==> config.mk <==
export PLATFORM = sky130hd
export DESIGN_NAME = fpga_prog_ctrl
export DESIGN_NICKNAME = d
export VERILOG_FILES = /design/src/rtl/fpga_prog_pkg.sv /design/src/rtl/fpga_prog_clk_div.sv /design/src/rtl/fpga_prog_ctrl.sv
export SDC_FILE = /design/constraint.sdc
export NUM_CORES = 1
export LEC_CHECK = 0
export CELL_PAD_IN_SITES_DETAIL_PLACEMENT = 1
export CELL_PAD_IN_SITES_GLOBAL_PLACEMENT = 1
export CORE_ASPECT_RATIO = 0.5
export CORE_MARGIN = 10
export CORE_UTILIZATION = 38
export CTS_BUF_LIST = sky130_fd_sc_hd__clkbuf_4 sky130_fd_sc_hd__clkbuf_8
export DETAILED_ROUTE_END_ITERATION = 10
export HOLD_SLACK_MARGIN = 0.06
export PLACE_DENSITY_LB_ADDON = 0.08
export SYNTH_ARGS = -nofsm -noshare
export SYNTH_HDL_FRONTEND = slang
export SYNTH_SLANG_ARGS = --single-unit
==> constraint.sdc <==
create_clock -name clk -period 1.79 [get_ports clk]
set_clock_uncertainty 0.1 [all_clocks]
set_input_delay 0.537 -clock clk [delete_from_list [all_inputs] [get_ports clk]]
set_output_delay 0.537 -clock clk [all_outputs]
set_load 0.05 [all_outputs]
run_1/m2.png
Scale: 4 px per um. Cells faint in the background.
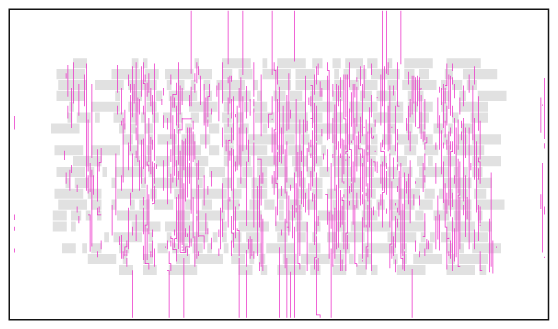
The longest straight run is 32.3 um. 357 nets have wire on it.
via count: 2503
Detailed Route WL: 8400 um

run_1/clock_nets.png
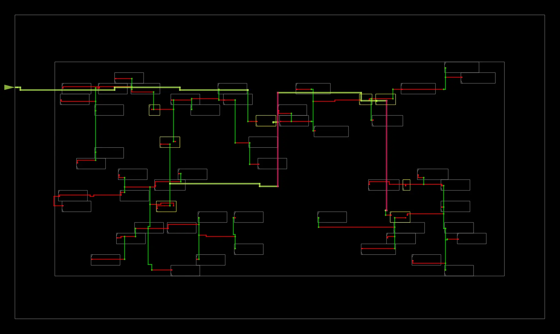
clock latency on the worst-skew pair: 0.32 ns
Clock net power: 702 uW
count of sequential standard cells: 49
CLK BUF: 6

run_1/layers.png
Scale: 6 px per um. Only two layers are drawn.
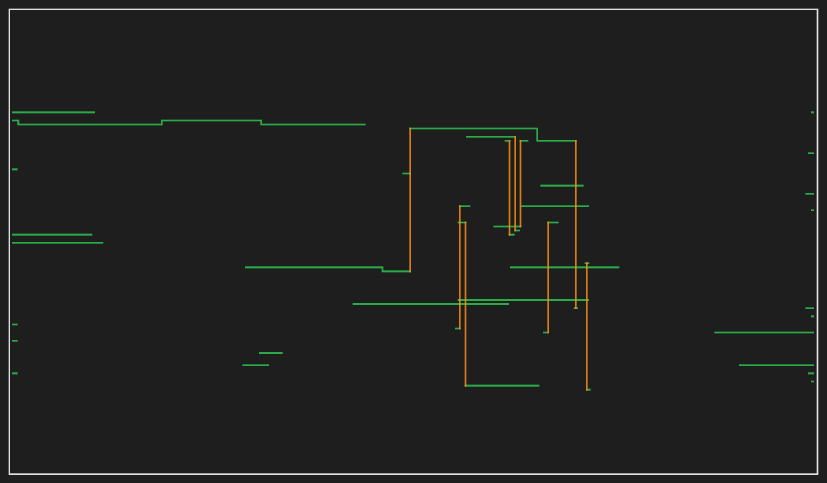
Key: M4 = orange [wire length 184 um]; M3 = green [wire length 322 um]
GRT Resource Usage Total: 0.159
routed wirelength normalized by instance count: 17.9 um

==> results.yml, run 1 <==
# yosys + openroad results
logic_synthesis:
  synth_area_per_cell_um2: 8.41
  top_cells_by_area: "dfxtp_1 (39%), nand2_1 (8.3%), mux2i_1 (6.4%)"
  synthTopCellsByCount: "nand2_1 (55), dfxtp_1 (49), a21oi_1 (20), a21boi_0 (17), mux2i_1 (16)"
  synth_nets: 316
  async_reset_ff_frac: 0
  top_flip_flop_cell_by_instance_count_after_synthesis: "dfxtp_1"
  synthTopLogicFamily: "simple AND/OR/NAND/NOR gates"
  synth-edff-count: 0
  synth_flop_count: 49
  netlist_area_um2: 2490
timing:
  rsz0062_at_grt: "true"
  slew-limit-headroom: 0.727
  finalHoldWorstSlack_ns: 0.366
  finalSetupViolations: 16
  worst_pin_slew_ns: 0.408
  worst_setup_slack_final_ns: -0.0949
  min_period_ns: 1.88
floorplan:
  initial_core_util: 0.401
  die_area_um2: 10400
  floorplan.io_pins: 38
  chip_width_um: 134
setup_path:
  startpoint_type: "register"
  r2r_setup_slack_ns: -0.09
  critical_path.slowest_cell: "dfxtp_4"
  worst-setup-path-type: "reg -> reg"
cells_and_area:
  final_layout_size_suffix_gt1_frac: 0.341
  antenna-diode-count: 0
clocking:
  tritoncts: "yes"
outcome:
  outcome: "finished, violations left"
  violations_in_the_final_reports: "negative setup slack"
pwr:
  design_power_total_mw: 2.04
  p_int_mw: 1.51
  power.switching_uw: 537
drt:
  drtIter0Drc: 88
  detailedRoute.firstPassIterationCount: 4
global_route:
  gr-total-overflow: 0
run:
  tool_warning_count: 30
worst_hold_path:
  hold_path_class: "reg -> reg"
  worst_hold_path.num_cells: 2
run 1: routing by layer:
layer  global-route usage  part of all wire  wire (um)
met5                    0                 0          0
met4               0.0454             0.022        184
met3               0.0397             0.038        322
met2                0.285              0.50       4190
met1                0.182              0.44       3700
run 1: area by class of cell:
class | count | area (um^2)
Clock buffer | 6 | 76.3
Fill cell | 714 | 2350
Clock inverter | 2 | 13.8
Tap cell | 88 | 110
Timing Repair Buffer | 95 | 1080
Sequential cell | 49 | 1010
Multi-Input combinational cell | 225 | 1550
Inverter | 4 | 15.0
run 1: worst max-delay path, delay by kind of cell, from the launching register on:
family                   cells  cell delay (ns)
flip-flops                   1             0.37
adder cells (fa/ha/maj)      1             0.18
AND/OR/NAND/NOR              2             0.41
multiplexers                 1             0.08
AND-OR/OR-AND                2             0.42
buffers and inverters        2             0.21
run 1: metrics by stage:
stage	TNS, ns	utilization	cell area, um^2
floorplan	-0.601	-	2550
global placement	-11.88	0.582	3610
detailed placement	-14.59	0.582	3610
CTS	-0.0121	0.610	3780
global route	-2.04	0.622	3860
finish	-0.829	0.622	3860
run 1: timing repair:
item	CTS	global route
hold buffers	0	0
setup buffers	3	1
pin swaps	8	3
endpoints found under the setup margin	27	30
resized	19	16
run 1: layout by cell type, fill, tap and decap left out, types with 3 or more instances in the layout:
cell type / instances
ha_1: 4
clkdlybuf4s50_1: 10
dfxtp_2: 5
mux2i_1: 16
o21ai_0: 15
clkbuf_8: 5
nor2_1: 13
nor2b_1: 8
dlygate4sd2_1: 4
a22oi_1: 3
dfxtp_4: 6
a21boi_0: 15
nand2b_1: 3
buf_12: 26
inv_1: 4
nand3b_1: 5
nand2_2: 3
buf_4: 52
nor3_1: 7
o211a_1: 3
nand2_1: 52
a21oi_1: 19
buf_6: 3
dfxtp_1: 38
nand3_1: 11
--- run 2 (diff from run 1) ---
Settings changed: SLEW_MARGIN set to 0.
run_2/clock_nets.png
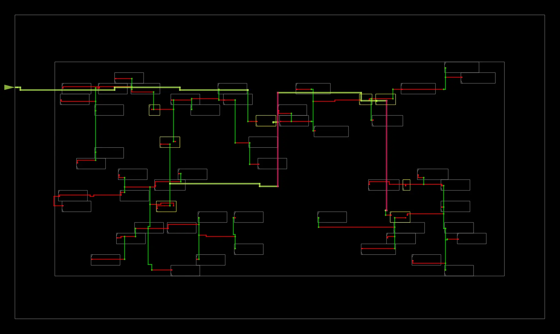
number of clock sinks: 49
number of CTS-inserted buffers: 5

run_2/layers.png
Scale: 6 px per um. Only two layers are drawn.
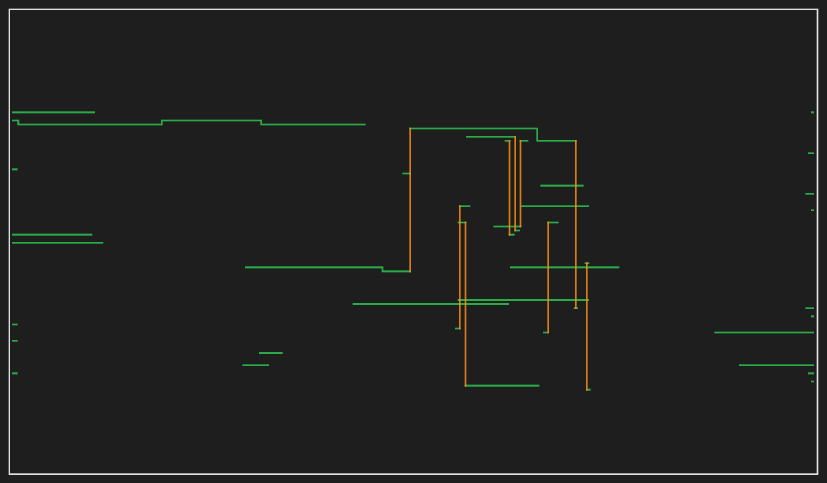
Key: M4 = orange [wire length 184 um]; M3 = green [wire length 322 um]

==> run 2 against run 1 <==
Compared with the run above: the run still ends with negative setup slack left; fmax unchanged; global-route usage unchanged; synthesized area unchanged; register-to-register slack about the same; design area unchanged; sequential power about the same; utilization unchanged; setup slack unchanged; flip-flop count unchanged; combinational power about the same; count of clock-buffer cells in the layout unchanged; total power unchanged; largest cell class unchanged; highest routed layer unchanged.
==> results.yml, run 2 <==
# yosys + openroad results
outcome:
  outcome: "finished, violations left"
  violations_in_the_final_reports: "negative setup slack"
logic_synthesis:
  top_cells_by_area: "dfxtp_1 (39%), nand2_1 (8.3%), mux2i_1 (6.4%)"
  synthTopCellsByCount: "nand2_1 (55), dfxtp_1 (49), a21oi_1 (20), a21boi_0 (17), mux2i_1 (16)"
  synth_flop_count: 49
  async_reset_ff_frac: 0
  netlist_area_um2: 2490
  top_flip_flop_cell_by_instance_count_after_synthesis: "dfxtp_1"
  synth-edff-count: 0
setup_path:
  r2r_setup_slack_ns: -0.09
  startpoint_type: "register"
  worst-setup-path-type: "reg -> reg"
clocking:
  cts_hold_buf: 0
  tritoncts: "yes"
  clock_insertion_delay_worst_skew_ns: 0.32
worst_hold_path:
  worst_hold_path.num_cells: 2
  hold_path_class: "reg -> reg"
cells_and_area:
  filler_cells_inserted: 714
  final_layout_top_logic_cells: "nand2_1 (52), buf_4 (52), dfxtp_1 (38)"
  final_util: 0.622
timing:
  worst_pin_slew_ns: 0.408
  worst_setup_slack_final_ns: -0.0949
  finalHoldWorstSlack_ns: 0.366
  finalSetupViolations: 16
drt:
  detailedRoute.firstPassIterationCount: 4
  route.detailed.wl_per_inst_um: 17.9
pwr:
  design_power_total_mw: 2.04
run_2/m2.png
Scale: 4 px per um. Cells faint in the background.
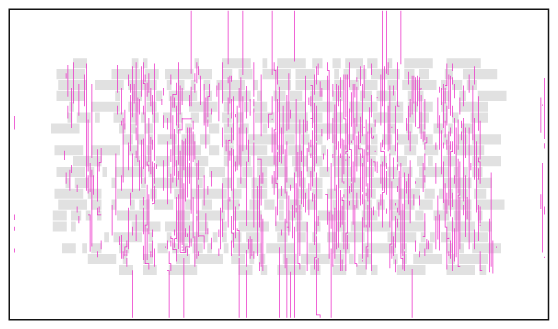
The layer holds 50% of the routed length. 357 nets have wire on it.
met2 layer usage reported by global route: 0.285

==> run 2: cell counts after synthesis <==
Identical to the previous run, type by type.
==> run 2: layer usage <==
metal,vias to the layer above,wire (um),track usage
met5,-,0,0
met4,0,184,0.0454
met3,19,322,0.0397
met2,53,4190,0.285
met1,1213,3700,0.182
li1,1218,-,-
==> run 2: cell families after synthesis <==
group | synth area share
fa+ha+maj | 0.0251
compound gates | 0.212
xor+xnor | 0.00704
mux | 0.0870
flops | 0.394
simple gates | 0.240
buf+inv | 0.0347
==> run 2: critical path: cells and delay by family, from the launching register on <==
kind | cells | cell delay [ns]
AND-OR/OR-AND | 2 | 0.42
AND/OR/NAND/NOR | 2 | 0.41
flip-flops | 1 | 0.37
buffers and inverters | 2 | 0.21
adder cells (fa/ha/maj) | 1 | 0.18
multiplexers | 1 | 0.08
==> run 2: cell type report <==
| class | count | area [um^2] | share of cell area |
|---|---|---|---|
| Inverter | 4 | 15.0 | 0.00389 |
| Tap cell | 88 | 110 | 0.0285 |
| Clock buffer | 6 | 76.3 | 0.0198 |
| Sequential cell | 49 | 1010 | 0.262 |
| Timing Repair Buffer | 95 | 1080 | 0.280 |
| Multi-Input combinational cell | 225 | 1550 | 0.403 |
| Clock inverter | 2 | 13.8 | 0.00357 |
==> run 2: repair_timing <==
| action | CTS | global route |
|---|---|---|
| endpoints found under the setup margin | 27 | 30 |
| pin swaps | 8 | 3 |
| hold endpoints to repair | 0 | 0 |
| resized | 19 | 16 |
| setup buffers | 3 | 1 |
| cloned | 0 | 0 |
==> run 2: report_power, final <==
part | internal [mW] | total (mW) | switching, mW | leakage (nW)
registers | 1.09 | 1.11 | 0.0163 | 0.402
clock network | 0.295 | 0.702 | 0.407 | 0.0490
logic | 0.123 | 0.237 | 0.114 | 1.02
total | 1.51 | 2.04 | 0.537 | 1.48
Power figures rest on the tool's default switching activity, not on a simulated workload.
